### Wiring heat map

Scale bar: 20 um. The die is cut into 12 by 12 equal tiles; white is low, dark blue is high, scaled to the fullest tile. Values are wire area over tile area, all layers added.
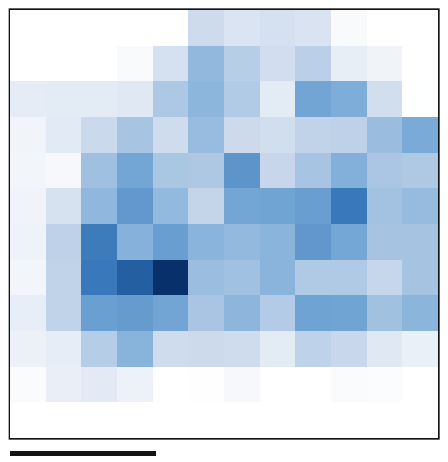
### Signal wires by layer

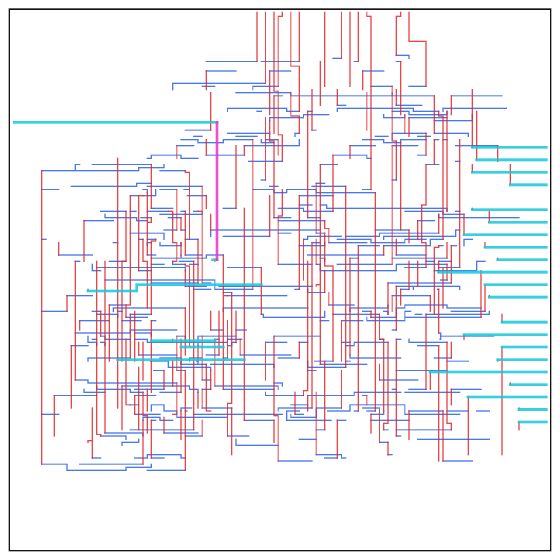
File: src/rtl/dut_port_arbiter.sv
`default_nettype none
// ============================================================================
//  Module   : dut_port_arbiter
//  Purpose  : Two-requester arbiter/sequencer in front of the 8x1 dut storage
//             block. Accepts one read or write at a time, drives the dut
//             write_*/read_* method ports under their ready/enable rules and
//             returns a one-cycle response (read data or timeout error).
//  Ports    : CLK, RST_N (async, active-low)
//             reqN_valid/write/addr/wdata -> reqN_ready     (requester side)
//             rspN_valid/data/err                           (response side)
//             write_address/data/en <- write_rdy            (dut write port)
//             read_address/en, read_data <- read_rdy        (dut read port)
//             busy                                          (FSM not IDLE)
//  Config   : ARB_FIXED_PRIORITY_EN - requester 0 always wins a tie; the
//             round-robin pointer is removed.
//  Revision : 1.0 - initial release
// ============================================================================
module dut_port_arbiter #(
    parameter int unsigned TIMEOUT = 15     // legal range 1..255
) (
    input  logic       CLK,
    input  logic       RST_N,
    input  logic       req0_valid,
    input  logic       req0_write,
    input  logic [2:0] req0_addr,
    input  logic       req0_wdata,
    output logic       req0_ready,
    input  logic       req1_valid,
    input  logic       req1_write,
    input  logic [2:0] req1_addr,
    input  logic       req1_wdata,
    output logic       req1_ready,
    output logic       rsp0_valid,
    output logic       rsp0_data,
    output logic       rsp0_err,
    output logic       rsp1_valid,
    output logic       rsp1_data,
    output logic       rsp1_err,
    output logic [2:0] write_address,
    output logic       write_data,
    output logic       write_en,
    input  logic       write_rdy,
    output logic [2:0] read_address,
    output logic       read_en,
    input  logic       read_data,
    input  logic       read_rdy,
    output logic       busy
);

    localparam logic [7:0] C_WAIT_LAST = 8'(TIMEOUT - 1);

    typedef enum logic [1:0] {
        S_IDLE  = 2'd0,
        S_ISSUE = 2'd1,
        S_RESP  = 2'd2
    } state_t;

    state_t     r_state;
    logic       r_grant;
    logic       r_write;
    logic [2:0] r_addr;
    logic       r_wdata;
    logic [7:0] r_wait_cnt;
    logic       r_rsp_data;
    logic       r_rsp_err;
`ifndef ARB_FIXED_PRIORITY_EN
    logic       r_ptr;
`endif

    logic w_any_req;
    logic w_winner;
    logic w_accept;
    logic w_issue;
    logic w_issue_wr;
    logic w_issue_rd;
    logic w_fire;
    logic w_timeout;

    assign w_any_req = req0_valid | req1_valid;

`ifdef ARB_FIXED_PRIORITY_EN
    // Requester 1 only wins when requester 0 is idle.
    assign w_winner = ~req0_valid;
`else
    // Tie goes to the pointer; otherwise the sole requester wins.
    assign w_winner = (req0_valid & req1_valid) ? r_ptr : req1_valid;
`endif

    // Reset gating keeps every output low while RST_N is asserted, even with
    // requests or readies already high.
    assign w_accept   = RST_N & (r_state == S_IDLE) & w_any_req;
    assign w_issue    = RST_N & (r_state == S_ISSUE);
    assign w_issue_wr = w_issue & r_write;
    assign w_issue_rd = w_issue & ~r_write;

    assign req0_ready = w_accept & ~w_winner;
    assign req1_ready = w_accept &  w_winner;

    // Enables follow the matching ready combinationally; r_write makes them
    // mutually exclusive.
    assign write_en      = w_issue_wr & write_rdy;
    assign read_en       = w_issue_rd & read_rdy;
    assign write_address = w_issue_wr ? r_addr : 3'd0;
    assign write_data    = w_issue_wr & r_wdata;
    assign read_address  = w_issue_rd ? r_addr : 3'd0;

    assign w_fire    = write_en | read_en;
    // Fire wins over timeout in the last allowed wait cycle.
    assign w_timeout = ~w_fire & (r_wait_cnt == C_WAIT_LAST);

    // Response outputs decode straight from registered state.
    assign rsp0_valid = (r_state == S_RESP) & ~r_grant;
    assign rsp1_valid = (r_state == S_RESP) &  r_grant;
    assign rsp0_data  = rsp0_valid & r_rsp_data;
    assign rsp0_err   = rsp0_valid & r_rsp_err;
    assign rsp1_data  = rsp1_valid & r_rsp_data;
    assign rsp1_err   = rsp1_valid & r_rsp_err;
    assign busy       = (r_state != S_IDLE);

    always_ff @(posedge CLK or negedge RST_N) begin
        if (!RST_N) begin
            r_state    <= S_IDLE;
            r_grant    <= 1'b0;
            r_write    <= 1'b0;
            r_addr     <= 3'd0;
            r_wdata    <= 1'b0;
            r_wait_cnt <= 8'd0;
            r_rsp_data <= 1'b0;
            r_rsp_err  <= 1'b0;
`ifndef ARB_FIXED_PRIORITY_EN
            r_ptr      <= 1'b0;
`endif
        end else begin
            case (r_state)
                S_IDLE: begin
                    if (w_any_req) begin
                        r_grant    <= w_winner;
                        r_write    <= w_winner ? req1_write : req0_write;
                        r_addr     <= w_winner ? req1_addr  : req0_addr;
                        r_wdata    <= w_winner ? req1_wdata : req0_wdata;
                        r_wait_cnt <= 8'd0;
                        r_rsp_data <= 1'b0;
                        r_rsp_err  <= 1'b0;
`ifndef ARB_FIXED_PRIORITY_EN
                        r_ptr      <= ~w_winner;
`endif
                        r_state    <= S_ISSUE;
                    end
                end
                S_ISSUE: begin
                    if (w_fire) begin
                        // read_en is low on a write fire, so writes return 0.
                        r_rsp_data <= read_en & read_data;
                        r_rsp_err  <= 1'b0;
                        r_state    <= S_RESP;
                    end else if (w_timeout) begin
                        r_rsp_data <= 1'b0;
                        r_rsp_err  <= 1'b1;
                        r_state    <= S_RESP;
                    end else begin
                        r_wait_cnt <= r_wait_cnt + 8'd1;
                    end
                end
                S_RESP: begin
                    r_state <= S_IDLE;
                end
                default: begin
                    r_state <= S_IDLE;
                end
            endcase
        end
    end

endmodule
`default_nettype wire

File: config.mk
export PLATFORM = sky130hd
export DESIGN_NAME = dut_port_arbiter
export DESIGN_NICKNAME = d
export VERILOG_FILES = /design/src/rtl/dut_port_arbiter.sv
export SDC_FILE = /design/constraint.sdc
export NUM_CORES = 1
export LEC_CHECK = 0
export ABC_CLOCK_PERIOD_IN_PS = 3300
export CAP_MARGIN = 20
export CORE_MARGIN = 3
export CORE_UTILIZATION = 40
export DETAILED_ROUTE_END_ITERATION = 16
export GPL_ROUTABILITY_DRIVEN = 0
export PLACE_DENSITY = 0.7
export REMOVE_ABC_BUFFERS = 1
export SYNTH_ARGS = -nofsm -noshare
export SYNTH_HDL_FRONTEND = slang
export SYNTH_SLANG_ARGS = --single-unit
File: constraint.sdc
create_clock -name CLK -period 3.3 [get_ports CLK]
set_clock_uncertainty 0.2 [all_clocks]
set_input_delay 0.66 -clock CLK [delete_from_list [all_inputs] [get_ports CLK]]
set_output_delay 0.66 -clock CLK [all_outputs]
set_load 0.03 [all_outputs]
==> flow_summary.toml <==
# implementation run metrics
[status]
status = "complete, no violations"

[critical_path]
crit_fanout = 4
cp_cell_sequence = "clkdlybuf4s50_1, inv_1, nor3_1, and2_1, buf_4"
critPathSlowestCell = "clkdlybuf4s50_1"
arrival_ns = 2.04
r2r-start = "r_wait_cnt[0]"
startpoint_type = "primary input"
worstSetupPathType = "in2out"
cp_num_buf_inv = 3

[timing]
min_period_ns = 2.90
hold_viol_final = 0
grt_setup_unrepaired = "false"
postLayoutSetupSlackWorst_ns = 0.396
maxSlewHeadroom_pct = 71.1
setup_viol = 0

[yosys]
top_cell = "dfrtp_1"
synthDistinctLibCells = 37
ys_cells = 117
top_cell_area_share_pct = 42.6
synthArstFlopShare_pct = 100
top_area_cell = "dfrtp_1"
numSynthFlops = 19
ys_seq_share_pct = 42.6
synthCells = 117

[layout]
num_antenna_cells = 0
fin_cells = 186
final_area_mm2 = 0.00150
syn2layout_area_growth_pct = 34.4
drive_gt1_share_pct = 16.7
n_fill_cell = 231

[global_routing]
grt_max_degree = 22
grt.overflow.total = 0

[pwr]
power-top-group = "combinational cells"
power_uw = 954
combinationalPowerShare_pct = 48.3
ir_drop_v = 0.000390
p_clk_uw = 116
clockPowerShare_pct = 12.2

[placed_design]
port_buffers = 34
hpwl_um = 1960
place_area_mm2 = 0.00147

[detailed_routing]
drt_wl_total_um = 2620
vias_per_cell = 5.34

[die]
coreArea_mm2 = 0.00257
dieWidth_um = 58.8
ioPinCount = 35

[clocking]
clock_path_buffers = 2
cts_setup_buffers = 0
numClockSinks = 19
cts_max_level = 1
clk_latency_ns = 0.30
ctsResizeCount = 0
Back to the opening pictures, 'Wiring heat map':
emptiest ninth of the die: upper left
fullest tile: 0.49
mean over tiles: 0.12
densest ninth of the die: center
nearly empty tiles: 21%
tiles over half the peak: 14%

Back to the opening pictures, 'Signal wires by layer':
| color | layer | wire length |
|---|---|---|
| cyan | met3 | 210 um |
| magenta | met4 | 15.0 um |
| red | met2 | 1250 um |
| blue | met1 | 1140 um |

[cell families (layout without fill, tap and decap cells)]
logic type                 Yosys count  in the layout  share of synthesized area, %
AOI/OAI and AO/OA                   23             23                          13.9
adders and majority gates            2              2                          2.24
DFF                                 19             19                          42.6
and+or+nand+nor                     54             54                          29.4
muxes                                6              6                          5.38
xor gates and xnor gates             3              3                          2.35
buffers and inverters               10             49                          4.15
[worst min path at each step]
| stage | start | end | slack, ns | depth (start not counted) |
|---|---|---|---|---|
| detailed placement | r_wdata | r_wdata | 0.28 | 2 |
| global placement | r_addr[0] | r_addr[0] | 0.28 | 2 |
| CTS | r_wdata | r_wdata | 0.30 | 2 |
| global route | r_wdata | r_wdata | 0.34 | 2 |
| finish | r_wdata | r_wdata | 0.30 | 2 |
| floorplan | RST_N | r_addr[0] | 0.16 | 0 |
[metal layers]
layer | global-route usage, % | part of all wire [%]
met1 | 20.1 | 44
met2 | 27.3 | 48
met3 | 4.39 | 8.0
met4 | 3.56 | 0.54
met5 | 0 | 0
[cells in the final DEF (no fill, tap or decap), drive strengths merged, types with 2 or more instances in the layout]
master and instances:
nand2b 2, and2 13, dfrtp 19, clkdlybuf4s50 23, or2 2, xnor2 2, nor3 4, nor2 6
buf 14, nand4 3, nand3 7, ha 2, o211ai 3, nand2 7, or4 2, o21ai 13
clkbuf 3, and3 2, inv 8, mux2i 6
[layout make-up]
cell class / count / area [um^2] / area share [%]
flip-flops and latches: 19 / 475 / 31.7
multi-input cells: 88 / 594 / 39.6
inverters: 8 / 30.0 / 2.00
repair buffers: 37 / 335 / 22.4
clock buffers: 3 / 22.5 / 1.50
clock inverters: 1 / 5.00 / 0.334
well taps: 30 / 37.5 / 2.50
No activity file was given, so power comes from the tool's default toggle rates.
